<file path="src/rtl/fft_bfly_sched.sv">
// Radix-2 butterfly command scheduler: walks stage/group/butterfly counters,
// limits outstanding butterflies and drains between stages so no stage reads stale data.
module fft_bfly_sched #(
  parameter int FFT_SIZE = 1024,
  parameter int MAX_OUT  = 4,
  localparam int L  = $clog2(FFT_SIZE),
  localparam int SW = $clog2(L + 1)
) (
  input  logic          clk_i,
  input  logic          rst_ni,
  input  logic          start_i,
  input  logic          abort_i,
  output logic          busy_o,
  output logic          done_o,
  output logic          cmd_valid_o,
  input  logic          cmd_ready_i,
  output logic [L-1:0]  cmd_u_addr_o,
  output logic [L-1:0]  cmd_v_addr_o,
  output logic [L-2:0]  cmd_tw_addr_o,
  output logic [SW-1:0] cmd_stage_o,
  output logic          cmd_last_o,
  input  logic          wb_i,
  output logic          wb_err_o
);

  localparam int IW = $clog2(MAX_OUT + 1);

  typedef enum logic [1:0] {IDLE, ISSUE, DRAIN, DONE} state_t;

  state_t        state_q, state_d;
  logic [SW-1:0] s_q, s_d;
  logic [L-1:0]  g_q, g_d, b_q, b_d;
  logic [IW-1:0] inf_q, inf_d;
  logic          err_q, err_d;

  logic          is_issue, cmd_valid, accept;
  logic          b_last, g_last, last_cmd;
  logic [L-1:0]  u_raw, v_raw;
  logic [L-2:0]  tw_raw;

  assign is_issue  = (state_q == ISSUE);
  assign cmd_valid = is_issue && (inf_q < IW'(MAX_OUT));
  assign accept    = cmd_valid && cmd_ready_i;

  // Address decode straight from the counters; counters only move on accept,
  // so a pending command never changes under the consumer.
  assign u_raw    = (g_q << (s_q + SW'(1))) + b_q;
  assign v_raw    = u_raw + (L'(1) << s_q);
  assign tw_raw   = (L-1)'(b_q << (SW'(L - 1) - s_q));
  assign b_last   = (b_q == ((L'(1) << s_q) - L'(1)));
  assign g_last   = (g_q == (L'((FFT_SIZE / 2) >> s_q) - L'(1)));
  assign last_cmd = (s_q == SW'(L - 1)) && (g_q == '0) && (b_q == L'(FFT_SIZE / 2 - 1));

  always_comb begin
    state_d = state_q;
    s_d     = s_q;
    g_d     = g_q;
    b_d     = b_q;
    inf_d   = inf_q;
    err_d   = err_q;

    // accept and write-back in the same cycle cancel out
    if (accept && !wb_i) begin
      inf_d = inf_q + IW'(1);
    end else if (!accept && wb_i) begin
      if (inf_q == '0) err_d = 1'b1;
      else             inf_d = inf_q - IW'(1);
    end

    case (state_q)
      IDLE: begin
        if (start_i) begin
          state_d = ISSUE;
          s_d     = '0;
          g_d     = '0;
          b_d     = '0;
          inf_d   = '0;
          err_d   = 1'b0;
        end
      end
      ISSUE: begin
        if (accept) begin
          if (b_last) begin
            b_d = '0;
            if (g_last) begin
              g_d     = '0;
              s_d     = s_q + SW'(1);
              state_d = DRAIN;
            end else begin
              g_d = g_q + L'(1);
            end
          end else begin
            b_d = b_q + L'(1);
          end
        end
      end
      DRAIN: begin
        if (inf_q == '0) state_d = (s_q < SW'(L)) ? ISSUE : DONE;
      end
      DONE:    state_d = IDLE;
      default: state_d = IDLE;
    endcase

    if (abort_i) begin
      state_d = IDLE;
      s_d     = '0;
      g_d     = '0;
      b_d     = '0;
      inf_d   = '0;
      err_d   = err_q;
    end
  end

  always_ff @(posedge clk_i or negedge rst_ni) begin
    if (!rst_ni) begin
      state_q <= IDLE;
      s_q     <= '0;
      g_q     <= '0;
      b_q     <= '0;
      inf_q   <= '0;
      err_q   <= 1'b0;
    end else begin
      state_q <= state_d;
      s_q     <= s_d;
      g_q     <= g_d;
      b_q     <= b_d;
      inf_q   <= inf_d;
      err_q   <= err_d;
    end
  end

  assign busy_o        = (state_q == ISSUE) || (state_q == DRAIN);
  assign done_o        = (state_q == DONE);
  assign cmd_valid_o   = cmd_valid;
  assign cmd_u_addr_o  = is_issue ? u_raw  : '0;
  assign cmd_v_addr_o  = is_issue ? v_raw  : '0;
  assign cmd_tw_addr_o = is_issue ? tw_raw : '0;
  assign cmd_stage_o   = is_issue ? s_q    : '0;
  assign cmd_last_o    = is_issue && last_cmd;
  assign wb_err_o      = err_q;

endmodule

</file>
<file path="config.mk">
export PLATFORM = sky130hd
export DESIGN_NAME = fft_bfly_sched
export DESIGN_NICKNAME = d
export VERILOG_FILES = /design/src/rtl/fft_bfly_sched.sv
export SDC_FILE = /design/constraint.sdc
export NUM_CORES = 1
export LEC_CHECK = 0
export ABC_AREA = 1
export CAP_MARGIN = 20
export CORE_AREA = 2 2 111 86
export DETAILED_ROUTE_END_ITERATION = 7
export DIE_AREA = 0 0 113 88
export HOLD_SLACK_MARGIN = 0.1
export MAX_ROUTING_LAYER = met4
export PLACE_DENSITY_LB_ADDON = 0.25
export SETUP_SLACK_MARGIN = 0.15
export SYNTH_ARGS = -nofsm -noshare
export SYNTH_HDL_FRONTEND = slang
export SYNTH_SLANG_ARGS = --single-unit
</file>
<file path="constraint.sdc">
create_clock -name clk_i -period 11.7 [get_ports clk_i]
set_clock_uncertainty 0.05 [all_clocks]
set_input_delay 2.34 -clock clk_i [delete_from_list [all_inputs] [get_ports clk_i]]
set_output_delay 2.34 -clock clk_i [all_outputs]
set_load 0.02 [all_outputs]
</file>
==> qor.yml, run 1 <==
status: "complete, but fails checks"
violations: "DRC"
grt_start_max_net_pins: 40
netlist_area_sq_um: 4334
seq-cell-share_pct: 15.13
rows: 30
sh_comb_area_pct: 61.93
p_comb_share_pct: 68.2
clkTransAtPathRegs_ns: 0.06
wl_met2_mm: 5.600
power_frac_seq_pct: 16.1
overflow: 0
wirelength_mm: 13.36
slew_headroom_pct: 53.50
yosys_area_sq_um: 4334
htreeDepth: 2
n_clock_buffer: 6
insertion_delay_ns: 0.28
place_area_sq_um: 4811
die-area_sq_um: 9944
clk_share_pct: 3.051
drt_iter0_markers: 428
min-delay-start: "state_q[0]$_DFFE_PN0P_"
io_buffer_count: 43
grt_antenna_before_repair: 0
top_area_cell: "dfrtp_1"
diodes: 0
finalCriticalPeriod_ns: 7.880
use_met1_pct: 42.00
worst_pin_slew_ns: 0.6975
n_fill_cell: 885
antenna_left: 0
crit_path_end: "cmd_v_addr_o[9]"
area_delta_synth_final_pct: 14.49
ff_type: "dfrtp_1"
hold_viol_final: 0
routedWlPerCell_microns: 15.81
drc: 1
setup_viol_count_final: 0
layout_top_cell: "nand2_1"
fp.dieW_microns: 113
fp.coreArea_sq_um: 8859
reg2reg_to: "s_q[2]$_DFFE_PN0P_"
max-clock-path-buffers: 2
setup_tns_ns: 0
hold_path_depth: 2
power.share.clock_pct: 15.7
swShare_pct: 53.70
post-dp-hpwl_mm: 10.75
use_met2_pct: 42.57
most-common-layout-cells: "nand2_1 (172), inv_1 (99), nor2_1 (74), nand3_1 (52), o21ai_0 (45)"
syn_nets: 751
grtUsageTotal_pct: 28.93
p_int_uw: 394.1
grt_pass1_vias: 4307
top_area_share_pct: 17.32
topCellsByArea: "dfrtp_1 (17%), nand2_1 (15%), ha_1 (12%)"
fp.dieH_microns: 88
rr_worst_depth: 15
p_leak_uw: 0.002521
buffer_area_share_pct: 9.279
hold_buffers: 0
grt_first_pass_wirelength_mm: 22.11
wl_met1_mm: 6.572
synth.distinct_cells: 46
finalInstanceArea_sq_um: 4962
io_pins: 44
met3_usage_pct: 4.429
ff2ff_setup_slack_ns: 8.09
seq_cells: 30
drive_above_1_share_pct: 4.502
arrival_ns: 5.49
cts_tree: "done"
hp-class: "reg -> reg"
ys_cells: 702
cap_viol_max_count: 0
warning_count: 40
cts_setup_buffers: 0
required_ns: 9.31
cts_resized: 0
r2r_start: "s_q[1]$_DFFE_PN0P_"
initCoreUtil_pct: 48.93
grt_setup_unrepaired: "no"
final.signal_inverter_count: 103
yosysWarnings: 0
ys_seq_share_pct: 17.32
dr_total_vias: 4689
edf_count: 0
ir_drop_v: 0.0001250
common_cells: "nand2_1 (172), inv_1 (99), nor2_1 (74), nand3_1 (52), o21ai_0 (45)"
final_nets: 781
cts_buffers: 5
crit_path_start_kind: "flop"
clock.fmax_mhz: 126.9
cts.sinks: 30
most_common_cell: "nand2_1"
topRoutingLayerUsed: "met4"
maxSlewViolCount: 0
dr_wl_met3_microns: 980
cp_max_fo: 19
powerDensity_nw_per_um2: 171.5
signal_buffers: 47
syn_avg_cell_area_sq_um: 6.174
ys_ff: 30
syn_inst: 702
crit_type: "reg -> out"
dominant-cell-class: "multi-input combinational cells"
hold-path-endpoint: "state_q[0]$_DFFE_PN0P_"
period_used_pct: 67.35
setup.worst_path.start: "s_q[1]$_DFFE_PN0P_"
vias_per_cell: 5.549
==> run 1: sequential cells by signal (all words and copies together), names as in the netlist <==
| signal | cells |
|---|---|
| state_q | 2 |
| g_q | 10 |
| inf_q | 3 |
| wb_err_o | 1 |
| b_q | 10 |
| s_q | 4 |
==> run 1: per-stage QoR <==
stage / util, % / hold slack, ns / cells / worst slack (ns) / total power [uW]
floorplan: - / 0.4596 / 702 / 5.298 / 544.7
global placement: 54.31 / 0.4957 / 837 / 4.398 / 702.3
detailed placement: 54.31 / 0.5204 / 837 / 4.216 / 706.5
CTS: 56.02 / 0.5350 / 845 / 3.892 / 844.0
global route: 56.02 / 0.5785 / 845 / 3.389 / 927.2
finish: 56.02 / 0.5325 / 845 / 3.820 / 851.3
==> run 1: power by group through the flow <==
stage          sequential (uW)  clock [uW]  combinational [uW]
6_report                   137         134                 580
5_1_grt                    140         141                 647
4_1_cts                    136         136                 572
3_5_place_dp               138           0                 568
3_3_place_gp               137           0                 565
2_1_floorplan              133           0                 411
==> run 1: worst max-delay path, cell delays in order (launching register included) <==
cell and delay [ns]:
dfrtp_1 0.69, inv_1 0.30, ha_1 0.52, clkinv_1 0.30, o21ai_0 0.35, o21ai_0 0.15
ha_1 0.34, nand2_1 0.08, nor3_1 0.24, a21oi_1 0.15, o21bai_1 0.17, xor2_1 0.20
inv_1 0.06, ha_1 0.33, nand2_1 0.11, nor2_1 0.16, nand3_1 0.12, o2111ai_1 0.14
a21oi_1 0.06, nor2_1 0.10, clkdlybuf4s50_1 0.61
==> run 1: cell families (layout without fill, tap and decap cells) <==
group	count (synthesis)	after routing	synth area share (%)
and+or+nand+nor	356	356	36.11
buffers and inverters	127	158	11.78
AOI/OAI and AO/OA	110	110	14.43
adders and majority gates	43	43	12.76
xor gates and xnor gates	36	36	7.592
DFF	30	30	17.32
==> run_1/pins.png <==
Pins as bars across the die edge, other pins in gray.
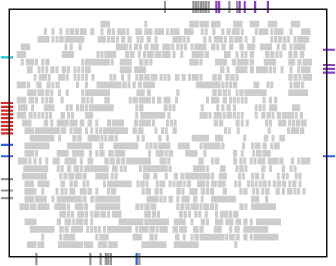
cmd_tw_addr_o: marked red, pins 9, direction output, edge left. clk_i: marked cyan, pins 1, direction input, edge left. cmd_stage_o: marked blue, pins 4, direction output, edge 2 left, 1 right, 1 bottom. cmd_v_addr_o: marked purple, pins 10, direction output, edge 6 top, 4 right.
All pins by edge: 16 top, 15 left, 8 bottom, 5 right.

==> run_1/metal_stack.png <==
The bar under the picture is 20 microns long.
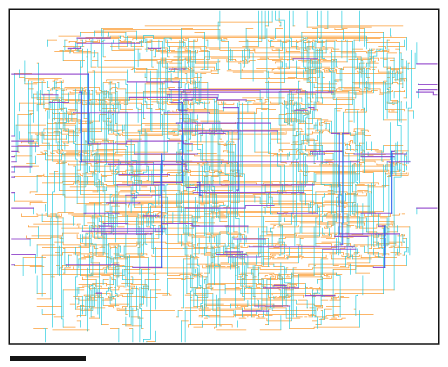
met2: marked cyan, wire length 5600 microns. met3: marked purple, wire length 981 microns. met4: marked blue, wire length 203 microns. met1: marked orange, wire length 6570 microns.

==> run_1/clock_map.png <==
The bar under the picture is 20 microns long.
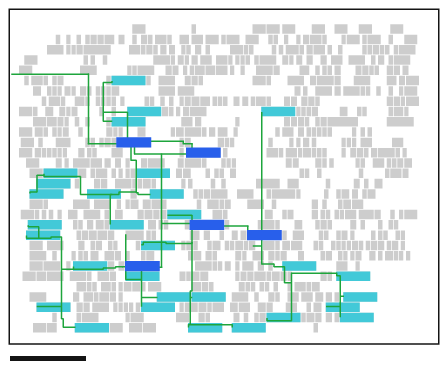
cells driving clock nets: marked blue, count 5. flip-flops: marked cyan, count 30. clock wires: marked green, length 544 microns.
There are 6 routed clock nets.

==> run_1/final_clocks.png <==
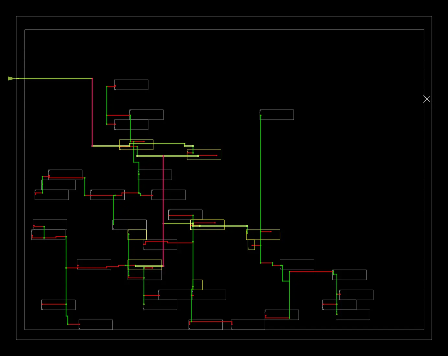

==> run 1 -> run 2 <==
Clock period 11.7 ns to 7.9 ns, I/O delays scaled along.
==> run_2/final_clocks.png <==
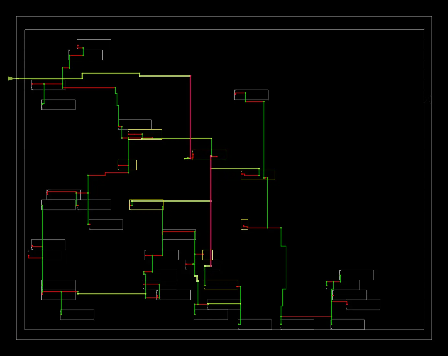
Clock net power: 203 uW
Worst-Skew Late Latency: 0.29 ns

==> run_2/metal_stack.png <==
The bar under the picture is 20 microns long.
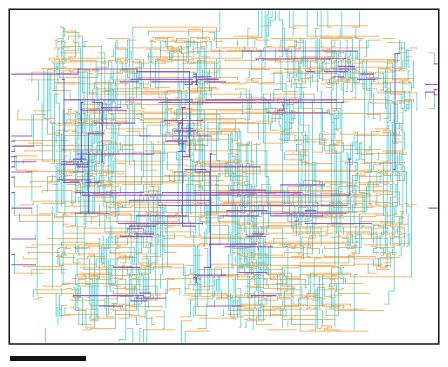
met1: marked orange, wire length 6480 microns. met3: marked purple, wire length 1020 microns. met4: marked blue, wire length 213 microns. met2: marked cyan, wire length 5810 microns.

==> run 2 against run 1 <==
- the run still ends with DRC left
- combinational power grew 47%
- clock power grew 51%
- hold slack lost 0.016 ns
- synthesized cell count is the same
- synthesized area is the same
==> qor.yml, run 2 <==
status: "complete, but fails checks"  # unchanged
violations: "DRC"  # unchanged
die-area_sq_um: 9944  # unchanged
simple_gate_share_pct: 36.11  # unchanged
netlist_area_sq_um: 4334  # unchanged
cts_resized: 0  # unchanged
worst_pin_slew_ns: 0.7215  # was 0.6975 ns
rows: 30  # unchanged
layout_top_cell: "nand2_1"  # unchanged
hold_viol_final: 0  # unchanged
drt_iter0_markers: 432  # was 428
clock.fmax_mhz: 140.0
syn_inst: 702  # unchanged
slew_headroom_pct: 51.90  # was 53.50%
top_regs: "b_q x10, g_q x10, s_q x4"  # unchanged
r2r_start: "s_q[1]$_DFFE_PN0P_"  # unchanged
ys_seq_share_pct: 17.32  # unchanged
power_frac_seq_pct: 16.5  # was 16.1%
cts_tree: "done"  # unchanged
setup_viol_count_final: 0  # unchanged
cp_max_fo: 19  # unchanged
clkTransAtPathRegs_ns: 0.06  # about the same
top_area_share_pct: 17.32  # unchanged
fp.dieW_microns: 113  # unchanged
syn_nets: 751  # unchanged
fp.dieH_microns: 88  # unchanged
most-common-layout-cells: "nand2_1 (172), inv_1 (99), nor2_1 (74), nand3_1 (52), o21ai_0 (45)"  # unchanged
grt_setup_unrepaired: "no"  # unchanged
p_total_uw: 1260  # was 851.3 uW
top_area_cell: "dfrtp_1"  # unchanged
io_pins: 44  # unchanged
power_leader: "combinational cells"  # unchanged
yosys_area_sq_um: 4334  # unchanged
hold_buffers: 0  # unchanged
fin_ws_ns: 0.7556  # was 3.820 ns
io_buffer_count: 43  # unchanged
drc: 1  # unchanged
warning_count: 40  # unchanged
dp_cells: 837  # unchanged
synthXorXnorAreaFrac_pct: 7.592  # unchanged
overflow: 0  # unchanged
mux_share_pct: 0  # unchanged
hold_path_depth: 2  # unchanged
instances_no_fill: 846  # was 845
synth.distinct_cells: 46  # unchanged
setup.worst_path.start: "s_q[1]$_DFFE_PN0P_"  # unchanged
final_core_util_pct: 56.05  # was 56.02%
vias_per_cell: 5.619  # was 5.549
dr_total_vias: 4754  # was 4689
synth_adder_area_share_pct: 12.76  # unchanged
cts_buffers: 5  # unchanged
grt_start_max_net_pins: 31  # was 40
max-clock-path-buffers: 2  # unchanged
maxSlewViolCount: 0  # unchanged
post-place-ws_ns: 1.107  # was 4.216 ns
finalInstanceArea_sq_um: 4965  # was 4962 sq um
antenna_left: 0  # unchanged
fp.coreArea_sq_um: 8859  # unchanged
area_delta_synth_final_pct: 14.55  # was 14.49%
drive_above_1_share_pct: 4.502  # unchanged
grt_antenna_before_repair: 1  # was 0
initCoreUtil_pct: 48.93  # unchanged
ff_type: "dfrtp_1"  # unchanged
edf_count: 0  # unchanged
ys_cells: 702  # unchanged
arrival_ns: 5.51  # was 5.49 ns
aoi_share_pct: 14.43  # unchanged
crit_path_start_kind: "flop"  # unchanged
ys_ff: 30  # unchanged
powerDensity_nw_per_um2: 253.9  # was 171.5 nW/um^2
htreeDepth: 2  # unchanged
setup_tns_ns: 0  # unchanged
grt_pass1_vias: 4410  # was 4307
swShare_pct: 53.60  # was 53.70%
p_leak_uw: 0.002521  # unchanged
syn_avg_cell_area_sq_um: 6.174  # unchanged
most_common_cell: "nand2_1"  # unchanged
p_comb_share_pct: 67.4  # was 68.2%
min-delay-start: "state_q[0]$_DFFE_PN0P_"  # unchanged
grt_first_pass_wirelength_mm: 22.31  # was 22.11 mm
topCellsByArea: "dfrtp_1 (17%), nand2_1 (15%), ha_1 (12%)"  # unchanged
[run 2: cell types whose count changed in the layout (fill, tap and decap cells not counted), sizes merged]
cell	before	now
diode	0	1
[run 2: path summary, 6_finish.rpt]
kind	end	slack [ns]
setup / recovery	cmd_v_addr_o[9]	0.76
hold / removal	state_q[0]$_DFFE_PN0P_	0.52
setup reg to reg	s_q[1]$_DFFE_PN0P_	4.21
hold reg to reg	state_q[0]$_DFFE_PN0P_	0.52
max in group asynchronous	g_q[2]$_DFFE_PN0P_	5.84
min in group asynchronous	inf_q[0]$_DFF_PN0_	1.65
[run 2: per-layer routing]
layer | track usage [%] | vias to the layer above | routed length (microns)
met1 | 39.68 | 2189 | 6481
li1 | - | 2344 | -
met2 | 45.40 | 194 | 5808
met3 | 5.329 | 27 | 1019
met4 | 7.982 | 0 | 212
met5 | - | - | 0
[run 2: critical path, stage by stage, from the launching register on]
cell and delay [ns]:
dfrtp_1 0.73, inv_1 0.30, ha_1 0.47, nor2_1 0.19
nand2_1 0.09, nor2_1 0.13, ha_1 0.22, inv_1 0.08
fa_1 0.38, nor2_1 0.18, o21ai_0 0.10, nand2_1 0.12
a21oi_1 0.08, o21ai_0 0.20, xor2_1 0.23, inv_1 0.09
ha_1 0.35, nand2_1 0.08, nor2_1 0.15, nand3_1 0.10
o2111ai_1 0.15, a21oi_1 0.07, nor2_1 0.11, clkdlybuf4s50_1 0.61
[run 2: final cells by class]
class | instances | area [sq um]
tap | 112 | 140.1
inverter | 103 | 386.6
antenna | 1 | 2.502
fill | 867 | 3894
clock buffer | 6 | 138.9
timing repair buffer | 47 | 460.4
multi-input combinational | 545 | 3073
clock inverter | 2 | 12.51
sequential | 30 | 750.7
==> run 2 -> run 3 <==
Settings changed: GPL_ROUTABILITY_DRIVEN from default to 1.
==> run_3/metal_stack.png <==
The bar under the picture is 20 microns long.
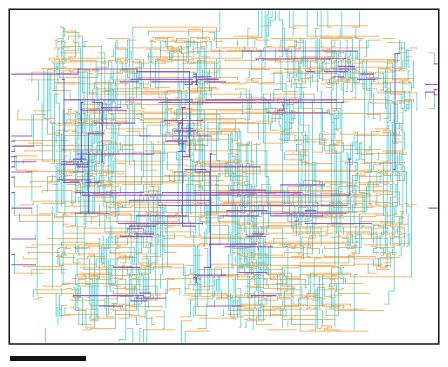
met1: marked orange, wire length 6480 microns. met4: marked blue, wire length 213 microns. met2: marked cyan, wire length 5810 microns. met3: marked purple, wire length 1020 microns.

==> run 3 against run 2 <==
- the run still ends with DRC left
- sequential share of layout area unchanged
- sequential power about the same
- non-clock buffer count unchanged
- power unchanged
- fmax unchanged
- final cell count unchanged
- die area unchanged
- critical path type unchanged
- largest power group unchanged
==> qor.yml, run 3 <==
routedWlPerCell_microns: 15.98  # unchanged
grt_setup_unrepaired: "no"  # unchanged
synth_adder_area_share_pct: 12.76  # unchanged
n_clock_buffer: 6  # unchanged
common_cells: "nand2_1 (172), inv_1 (99), nor2_1 (74), nand3_1 (52), o21ai_0 (45)"  # unchanged
antenna_left: 0  # unchanged
hold_viol_final: 0  # unchanged
vias_per_cell: 5.619  # unchanged
cts_setup_buffers: 0  # unchanged
edf_count: 0  # unchanged
wirelength_mm: 13.52  # unchanged
topCellsByArea: "dfrtp_1 (17%), nand2_1 (15%), ha_1 (12%)"  # unchanged
top_regs: "b_q x10, g_q x10, s_q x4"  # unchanged
syn_inst: 702  # unchanged
buffer_area_share_pct: 9.274  # unchanged
most-common-layout-cells: "nand2_1 (172), inv_1 (99), nor2_1 (74), nand3_1 (52), o21ai_0 (45)"  # unchanged
top_area_share_pct: 17.32  # unchanged
ys_ff: 30  # unchanged
ff_type: "dfrtp_1"  # unchanged
grtUsageTotal_pct: 29.35  # unchanged
drc: 1  # unchanged
fp.dieH_microns: 88  # unchanged
insertion_delay_ns: 0.29  # about the same
nMultiInputCombCells: 545  # unchanged
use_met1_pct: 39.68  # unchanged
powerComb_uw: 850  # about the same
crit_buf_inv: 4  # unchanged
final-comb-area_sq_um: 3073  # unchanged
cp_max_fo: 19  # unchanged
status: "complete, but fails checks"  # unchanged
dr_total_vias: 4754  # unchanged
crit_path_start_kind: "flop"  # unchanged
clkTransAtPathRegs_ns: 0.06  # about the same
syn_avg_cell_area_sq_um: 6.174  # unchanged
aoi_share_pct: 14.43  # unchanged
p_comb_share_pct: 67.4  # about the same
die-area_sq_um: 9944  # unchanged
clk-power_uw: 203  # about the same
p_leak_uw: 0.002521  # unchanged
seq-cell-share_pct: 15.12  # unchanged
yosysWarnings: 0  # unchanged
fp.dieW_microns: 113  # unchanged
dominant-cell-class: "multi-input combinational cells"  # unchanged
most_common_cell: "nand2_1"  # unchanged
warning_count: 40  # unchanged
regArea_sq_um: 750.7  # unchanged
power_frac_seq_pct: 16.5  # about the same
cts_tree: "done"  # unchanged
drt_iter0_markers: 432  # unchanged
hp-class: "reg -> reg"  # unchanged
cts_buffers: 5  # unchanged
crit_type: "reg -> out"  # unchanged
io_buffer_count: 43  # unchanged
required_ns: 6.27  # about the same
post-dp-hpwl_mm: 10.79  # unchanged
crit_path_cell_trace: "inv_1, ha_1, nor2_1, nand2_1, nor2_1, ha_1, inv_1, fa_1, nor2_1, o21ai_0, nand2_1, a21oi_1, o21ai_0, xor2_1, inv_1, ha_1, nand2_1, nor2_1, nand3_1, o2111ai_1, a21oi_1, nor2_1, clkdlybuf4s50_1"  # unchanged
violations: "DRC"  # unchanged
ir_drop_v: 0.0001689  # unchanged
use_met2_pct: 45.40  # unchanged
instances_no_fill: 846  # unchanged
arrival_ns: 5.51  # about the same
diodes: 1  # unchanged
powerDensity_nw_per_um2: 253.9  # unchanged
path_delay_family: "adder cells"  # unchanged
n_tap_cell: 112  # unchanged
synth.distinct_cells: 46  # unchanged
period_used_pct: 90.44  # unchanged
synthXorXnorAreaFrac_pct: 7.592  # unchanged
signal_buffers: 47  # unchanged
final.signal_inverter_count: 103  # unchanged
crit_top_cell: "nor2_1"  # unchanged
setup_viol_count_final: 0  # unchanged
mux_share_pct: 0  # unchanged
p_int_uw: 584.8  # unchanged
layout_top_cell: "nand2_1"  # unchanged
yosys_area_sq_um: 4334  # unchanged
htreeDepth: 2  # unchanged
grt_start_max_net_pins: 31  # unchanged
worst_pin_slew_ns: 0.7215  # unchanged
sequentialPower_uw: 207  # about the same
initCoreUtil_pct: 48.93  # unchanged
top_area_cell: "dfrtp_1"  # unchanged
swShare_pct: 53.60  # unchanged
fp.coreArea_sq_um: 8859  # unchanged
maxSlewViolCount: 0  # unchanged
ys_seq_share_pct: 17.32  # unchanged
cpPeakStageDelay_ns: 0.73  # about the same
hold_buffers: 0  # unchanged
finalCriticalPeriod_ns: 7.144  # unchanged
slew_headroom_pct: 51.90  # unchanged
==> run_3/pins.png <==
Pins as bars across the die edge, other pins in gray.
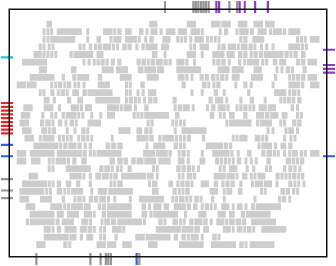
cmd_v_addr_o: marked purple, pins 10, direction output, edge 6 top, 4 right. cmd_tw_addr_o: marked red, pins 9, direction output, edge left. clk_i: marked cyan, pins 1, direction input, edge left. cmd_stage_o: marked blue, pins 4, direction output, edge 2 left, 1 right, 1 bottom.
All pins by edge: 16 top, 15 left, 8 bottom, 5 right.

## run 3: worst reg2reg max path: cells and delay by family, from the launching register on
family        cells  cell delay, ns
flops             1            0.73
buf+inv           1            0.31
simple gates     14            1.88
fa+ha+maj         2            0.59
## run 3: final timing paths
kind	end	start	depth (start not counted)	slack, ns
max	cmd_v_addr_o[9]	s_q[1]$_DFFE_PN0P_	23	0.76
min	state_q[0]$_DFFE_PN0P_	state_q[0]$_DFFE_PN0P_	2	0.52
max reg2reg	s_q[1]$_DFFE_PN0P_	s_q[1]$_DFFE_PN0P_	17	4.21
min reg2reg	state_q[0]$_DFFE_PN0P_	state_q[0]$_DFFE_PN0P_	2	0.52
max in group asynchronous	g_q[2]$_DFFE_PN0P_	rst_ni	2	5.84
min in group asynchronous	inf_q[0]$_DFF_PN0_	rst_ni	2	1.65
## run 3: metrics by stage
step | utilization, % | total power (uW) | hold WS [ns] | setup slack, ns
6_report | 56.05 | 1260 | 0.5166 | 0.7556
2_1_floorplan | - | 806.8 | 0.4596 | 2.258
3_3_place_gp | 54.31 | 1037 | 0.4877 | 1.250
5_1_grt | 56.05 | 1378 | 0.5451 | 0.1653
3_5_place_dp | 54.31 | 1045 | 0.5040 | 1.107
4_1_cts | 56.02 | 1249 | 0.5151 | 0.7886
## run 3: cell families after synthesis
logic type / after synthesis
buffers and inverters: 127
AND-OR/OR-AND: 110
flip-flops: 30
AND/OR/NAND/NOR: 356
XOR/XNOR: 36
adder cells (fa/ha/maj): 43
## run 3: routing by layer
layer | up-vias | share of wire [%] | wire (microns)
li1 | 2344 | - | -
met1 | 2189 | 48 | 6481
met2 | 194 | 43 | 5808
met3 | 27 | 7.5 | 1019
met4 | 0 | 1.6 | 212
met5 | - | 0 | 0
Power is estimated from default activity; no workload was simulated.
